$ cat config.mk
export PLATFORM = sky130hd
export DESIGN_NAME = mul32
export DESIGN_NICKNAME = d
export VERILOG_FILES = /design/src/rtl/mul32.sv
export SDC_FILE = /design/constraint.sdc
export NUM_CORES = 1
export LEC_CHECK = 0
export CAP_MARGIN = 15
export CORE_ASPECT_RATIO = 1.75
export CORE_MARGIN = 2
export CORE_UTILIZATION = 60
export CTS_CLUSTER_SIZE = 12
export DETAILED_ROUTE_END_ITERATION = 6
export GPL_TIMING_DRIVEN = 0
export MAX_ROUTING_LAYER = met4
export PLACE_DENSITY = 0.86
export SYNTH_ARGS = -nofsm -noshare
export SYNTH_HDL_FRONTEND = slang
export SYNTH_SLANG_ARGS = --single-unit
$ cat constraint.sdc
create_clock -name clk -period 7 [get_ports clk]
set_input_delay 1.4 -clock clk [delete_from_list [all_inputs] [get_ports clk]]
set_output_delay 1.4 -clock clk [all_outputs]
set_load 0.02 [all_outputs]
$ cat src/rtl/mul32.sv
// Iterative 32x32 shift-add multiplier for RISC-V MUL/MULH/MULHSU/MULHU.
// Define MUL32_RADIX4_EN to retire two multiplier bits per RUN cycle.
module mul32 (
    input  logic        clk,
    input  logic        reset,
    input  logic [31:0] a,
    input  logic [31:0] b,
    input  logic        a_signed,
    input  logic        b_signed,
    input  logic        high,
    input  logic        valid,
    output logic [31:0] result,
    output logic        ready
);

    typedef enum logic [1:0] {StIdle, StRun, StDone} state_t;

`ifdef MUL32_RADIX4_EN
    localparam logic [5:0] LastCount = 6'd16;
`else
    localparam logic [5:0] LastCount = 6'd32;
`endif

    state_t      state_q, state_d;
    logic [63:0] mcand_q, mcand_d;
    logic [31:0] mplier_q, mplier_d;
    logic [63:0] acc_q, acc_d;
    logic [5:0]  count_q, count_d;
    logic        sign_q, sign_d;
    logic        high_q, high_d;
    logic [31:0] result_q, result_d;
    logic        ready_q, ready_d;

    logic        a_neg, b_neg;
    logic [31:0] a_mag, b_mag;
    logic [63:0] addend;
    logic [63:0] product;

    // 0x80000000 negates to itself and is then treated as an unsigned magnitude.
    assign a_neg = a_signed & a[31];
    assign b_neg = b_signed & b[31];
    assign a_mag = a_neg ? (32'd0 - a) : a;
    assign b_mag = b_neg ? (32'd0 - b) : b;

    assign product = sign_q ? (64'd0 - acc_q) : acc_q;

    always_comb begin
`ifdef MUL32_RADIX4_EN
        unique case (mplier_q[1:0])
            2'd0:    addend = 64'd0;
            2'd1:    addend = mcand_q;
            2'd2:    addend = mcand_q << 1;
            default: addend = (mcand_q << 1) + mcand_q;
        endcase
`else
        addend = mplier_q[0] ? mcand_q : 64'd0;
`endif
    end

    always_comb begin
        state_d  = state_q;
        mcand_d  = mcand_q;
        mplier_d = mplier_q;
        acc_d    = acc_q;
        count_d  = count_q;
        sign_d   = sign_q;
        high_d   = high_q;
        result_d = result_q;
        ready_d  = ready_q;

        unique case (state_q)
            StIdle: begin
                ready_d = 1'b0;
                if (valid) begin
                    mcand_d  = {32'd0, a_mag};
                    mplier_d = b_mag;
                    sign_d   = a_neg ^ b_neg;
                    high_d   = high;
                    acc_d    = 64'd0;
                    count_d  = 6'd0;
                    state_d  = StRun;
                end
            end
            StRun: begin
                if (!valid) begin
                    state_d = StIdle;
                end else if (count_q == LastCount) begin
                    result_d = high_q ? product[63:32] : product[31:0];
                    ready_d  = 1'b1;
                    state_d  = StDone;
                end else begin
                    acc_d   = acc_q + addend;
                    count_d = count_q + 6'd1;
`ifdef MUL32_RADIX4_EN
                    mcand_d  = mcand_q << 2;
                    mplier_d = mplier_q >> 2;
`else
                    mcand_d  = mcand_q << 1;
                    mplier_d = mplier_q >> 1;
`endif
                end
            end
            StDone: begin
                if (!valid) begin
                    ready_d = 1'b0;
                    state_d = StIdle;
                end
            end
            default: begin
                ready_d = 1'b0;
                state_d = StIdle;
            end
        endcase
    end

    always_ff @(posedge clk) begin
        if (reset) begin
            state_q  <= StIdle;
            mcand_q  <= 64'd0;
            mplier_q <= 32'd0;
            acc_q    <= 64'd0;
            count_q  <= 6'd0;
            sign_q   <= 1'b0;
            high_q   <= 1'b0;
            result_q <= 32'd0;
            ready_q  <= 1'b0;
        end else begin
            state_q  <= state_d;
            mcand_q  <= mcand_d;
            mplier_q <= mplier_d;
            acc_q    <= acc_d;
            count_q  <= count_d;
            sign_q   <= sign_d;
            high_q   <= high_d;
            result_q <= result_d;
            ready_q  <= ready_d;
        end
    end

    assign result = result_q;
    assign ready  = ready_q;

endmodule
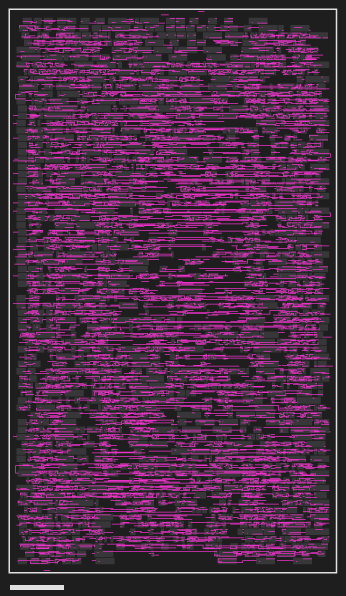
*The metal 1 layer*
The bar under the picture is 20 um long.
2027 nets have wire on it. The layer holds 33% of the routed length. The layer carries 17700 um of wire. The wires run mostly horizontal. The longest straight run is 42.3 um.

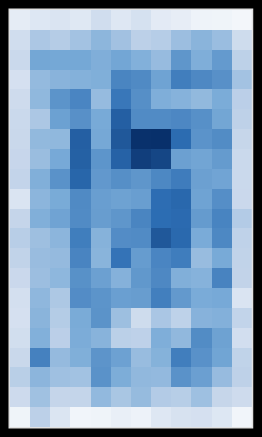
*Wiring heat map*
12 x 21 tiles, from white (low) to dark blue (high), scaled to the fullest tile. Values are wire area over tile area, all layers added.
The densest ninth of the die: center. The fullest tile reaches 0.82. The mean over all tiles is 0.37. 41% of the tiles are over half the peak.
Total GRT Usage: 42.46%
wire per inst: 22.71 um

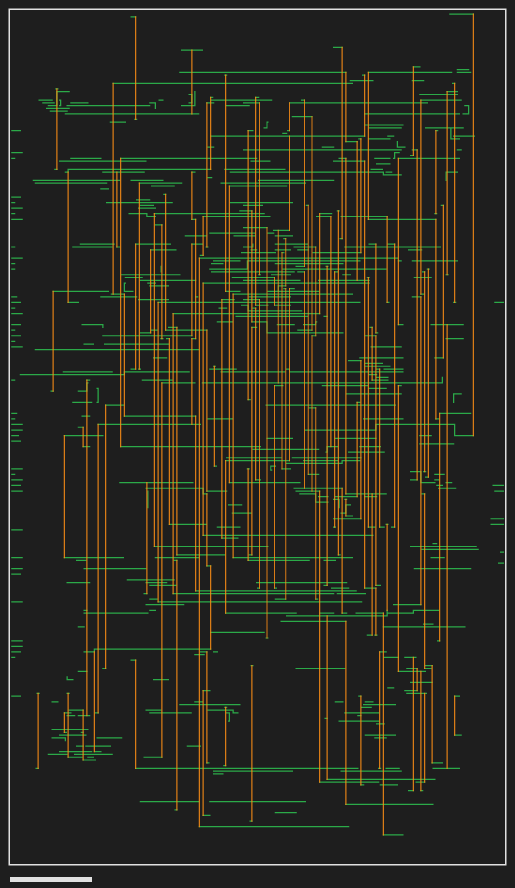
*Routed metal, one color a layer*
The bar under the picture is 20 um long. Two of the layers only.
Orange marks metal 4, wire length 5750 um. Green marks metal 3, wire length 3820 um.

==> layer usage <==
metal	share of wire, %	wire length, um	vias to the layer above
met5	0	0	-
li1	-	-	7213
met2	49	25820	793
met3	7.2	3819	296
met4	11	5754	0
met1	33	17700	7255
==> state kept, by name (all words and copies together), names as in the netlist <==
register  count
count_q       6
ready         1
result       32
state_q       2
high_q        1
mcand_q      64
sign_q        1
acc_q        64
mplier_q     32
==> Yosys cell counts, drive strengths merged (20+ instances only) <==
| cell | n |
|---|---|
| nor2 | 235 |
| dfxtp | 203 |
| a21oi | 163 |
| nand2 | 162 |
| clkbuf | 114 |
| o21ai | 112 |
| xnor2 | 82 |
| and2 | 76 |
| ha | 68 |
| xor2 | 67 |
| a211oi | 47 |
| a22oi | 41 |
| nor3 | 39 |
| a21o | 37 |
| a22o | 35 |
| nand3 | 32 |
| inv | 29 |
| o31ai | 29 |
| or3 | 23 |
| nand4 | 22 |
| nand2b | 20 |
| nor4 | 20 |
==> tightest hold or removal path, delay by kind of cell (launching register included) <==
kind / cells / cell delay (ns)
simple gates: 2 / 0.09
flops: 1 / 0.31
==> through the flow <==
stage / utilization, % / instances / power (mW)
floorplan: - / 1893 / 1.431
global placement: 66.60 / 2303 / 1.566
detailed placement: 66.60 / 2303 / 1.575
CTS: 69.12 / 2335 / 2.604
global route: 69.17 / 2338 / 2.680
finish: 69.17 / 2338 / 2.619
==> cell families after synthesis <==
| kind of cell | synth area share, % |
|---|---|
| AND/OR/NAND/NOR | 23.55 |
| AND-OR/OR-AND | 28.43 |
| flip-flops | 28.09 |
| buffers and inverters | 4.004 |
| XOR/XNOR | 9.020 |
| adder cells (fa/ha/maj) | 6.019 |
| multiplexers | 0.8907 |
==> path summary, 6_finish.rpt <==
check / start / endpoint / slack (ns) / depth (start not counted)
min: result[3] / result[3] / 0.45 / 2
max reg2reg: mplier_q[0] / acc_q[56] / 1.10 / 16
min reg2reg: result[3] / result[3] / 0.45 / 2
max: mplier_q[0] / acc_q[56] / 1.10 / 16
==> power groups by stage <==
stage	Combinational, mW	Clock (mW)	Sequential (mW)
after floorplan	0.208	0	1.22
after global placement	0.336	0	1.23
after detailed placement	0.344	0	1.23
after CTS	0.346	1.05	1.21
after global routing	0.383	1.09	1.21
final	0.356	1.06	1.21
==> layout by cell type, fill, tap and decap left out, types with 9 or more instances in the layout <==
master / n
or3_1: 23
o31ai_1: 28
o21ai_0: 112
nor4_1: 16
a311oi_1: 9
nor3_1: 38
ha_1: 68
nand4_1: 21
dfxtp_1: 203
a21oi_1: 163
a21o_1: 37
nand3_1: 32
a222oi_1: 17
clkbuf_1: 121
o21a_1: 10
nor2_1: 235
xnor2_1: 82
or4_1: 14
o211ai_1: 13
inv_1: 29
and2_1: 76
and3_1: 18
o21bai_1: 12
clkbuf_16: 21
nand2_1: 162
clkdlybuf4s50_1: 102
a211oi_1: 47
nor2b_1: 10
xor2_1: 67
a22oi_1: 41
a31oi_1: 11
nand2b_1: 20
o41ai_1: 15
a22o_1: 35
==> impl_metrics.toml <==
# synthesis and place-and-route metrics
[worst_hold_path]
hp-class = "reg2reg"

[final_layout]
buffer_area_share_pct = 9.077
inverters_excl_clock = 29
comb_cells = 1538
postLayoutCellArea_um2 = 16490
combGateArea_um2 = 9824

[yosys]
edf_count = 0
yosys.area.top_type = "dfxtp_1"
synthArstFlopShare_pct = 0
yosysUniqueCellTypes = 76
top_cells_by_area = "dfxtp_1 28%, nor2_1 6.1%, ha_1 5.9%"
postSynthCellCount = 1893
syn_avg_cell_area_um2 = 7.643
ys_warn_count = 0

[detailed_routing]
drc = 20
dr.first_iter.drc_count = 1351
vias = 15557

[run_status]
status = "finished with violations"
violations = "design-rule violations"

[critical_path]
crit_buf_inv = 3
path_common_cell = "a21oi_1"
crit_type = "reg2reg"
cp_max_fo = 10

[clock_tree]
cts_resized = 0
cts_max_level = 1
clock_path_buffers = 3
insertion_delay_ns = 0.53
cts_hold_buf = 0

[sta]
rsz0062_at_grt = "false"
final-hold-violation-count = 0
fin_tns_setup_ns = 0
fin_crit_sh_pct = 84.30
drv_slew = 0

[power]
power_frac_clock_pct = 40.3
p_comb_share_pct = 13.6
p_switching_mw = 0.7232
powerDensity_nw_per_um2 = 158.9
peakVddDrop_mv = 0.1409
internal-power_mw = 1.896

[grt]
antenna_found_initial = 1
grt_pass1_vias = 15168
met3_usage_pct = 8.125

[floorplanning]
coreArea_um2 = 23840
n_tap_cell = 308
fp_util_pct = 60.70
ios = 103
chipWidth_um = 121.4

[placement]
port_buffers = 102
dpl_cell_area_um2 = 15870

[flow_run]
drv_cap = 0
Power and IR drop assume default switching activity.
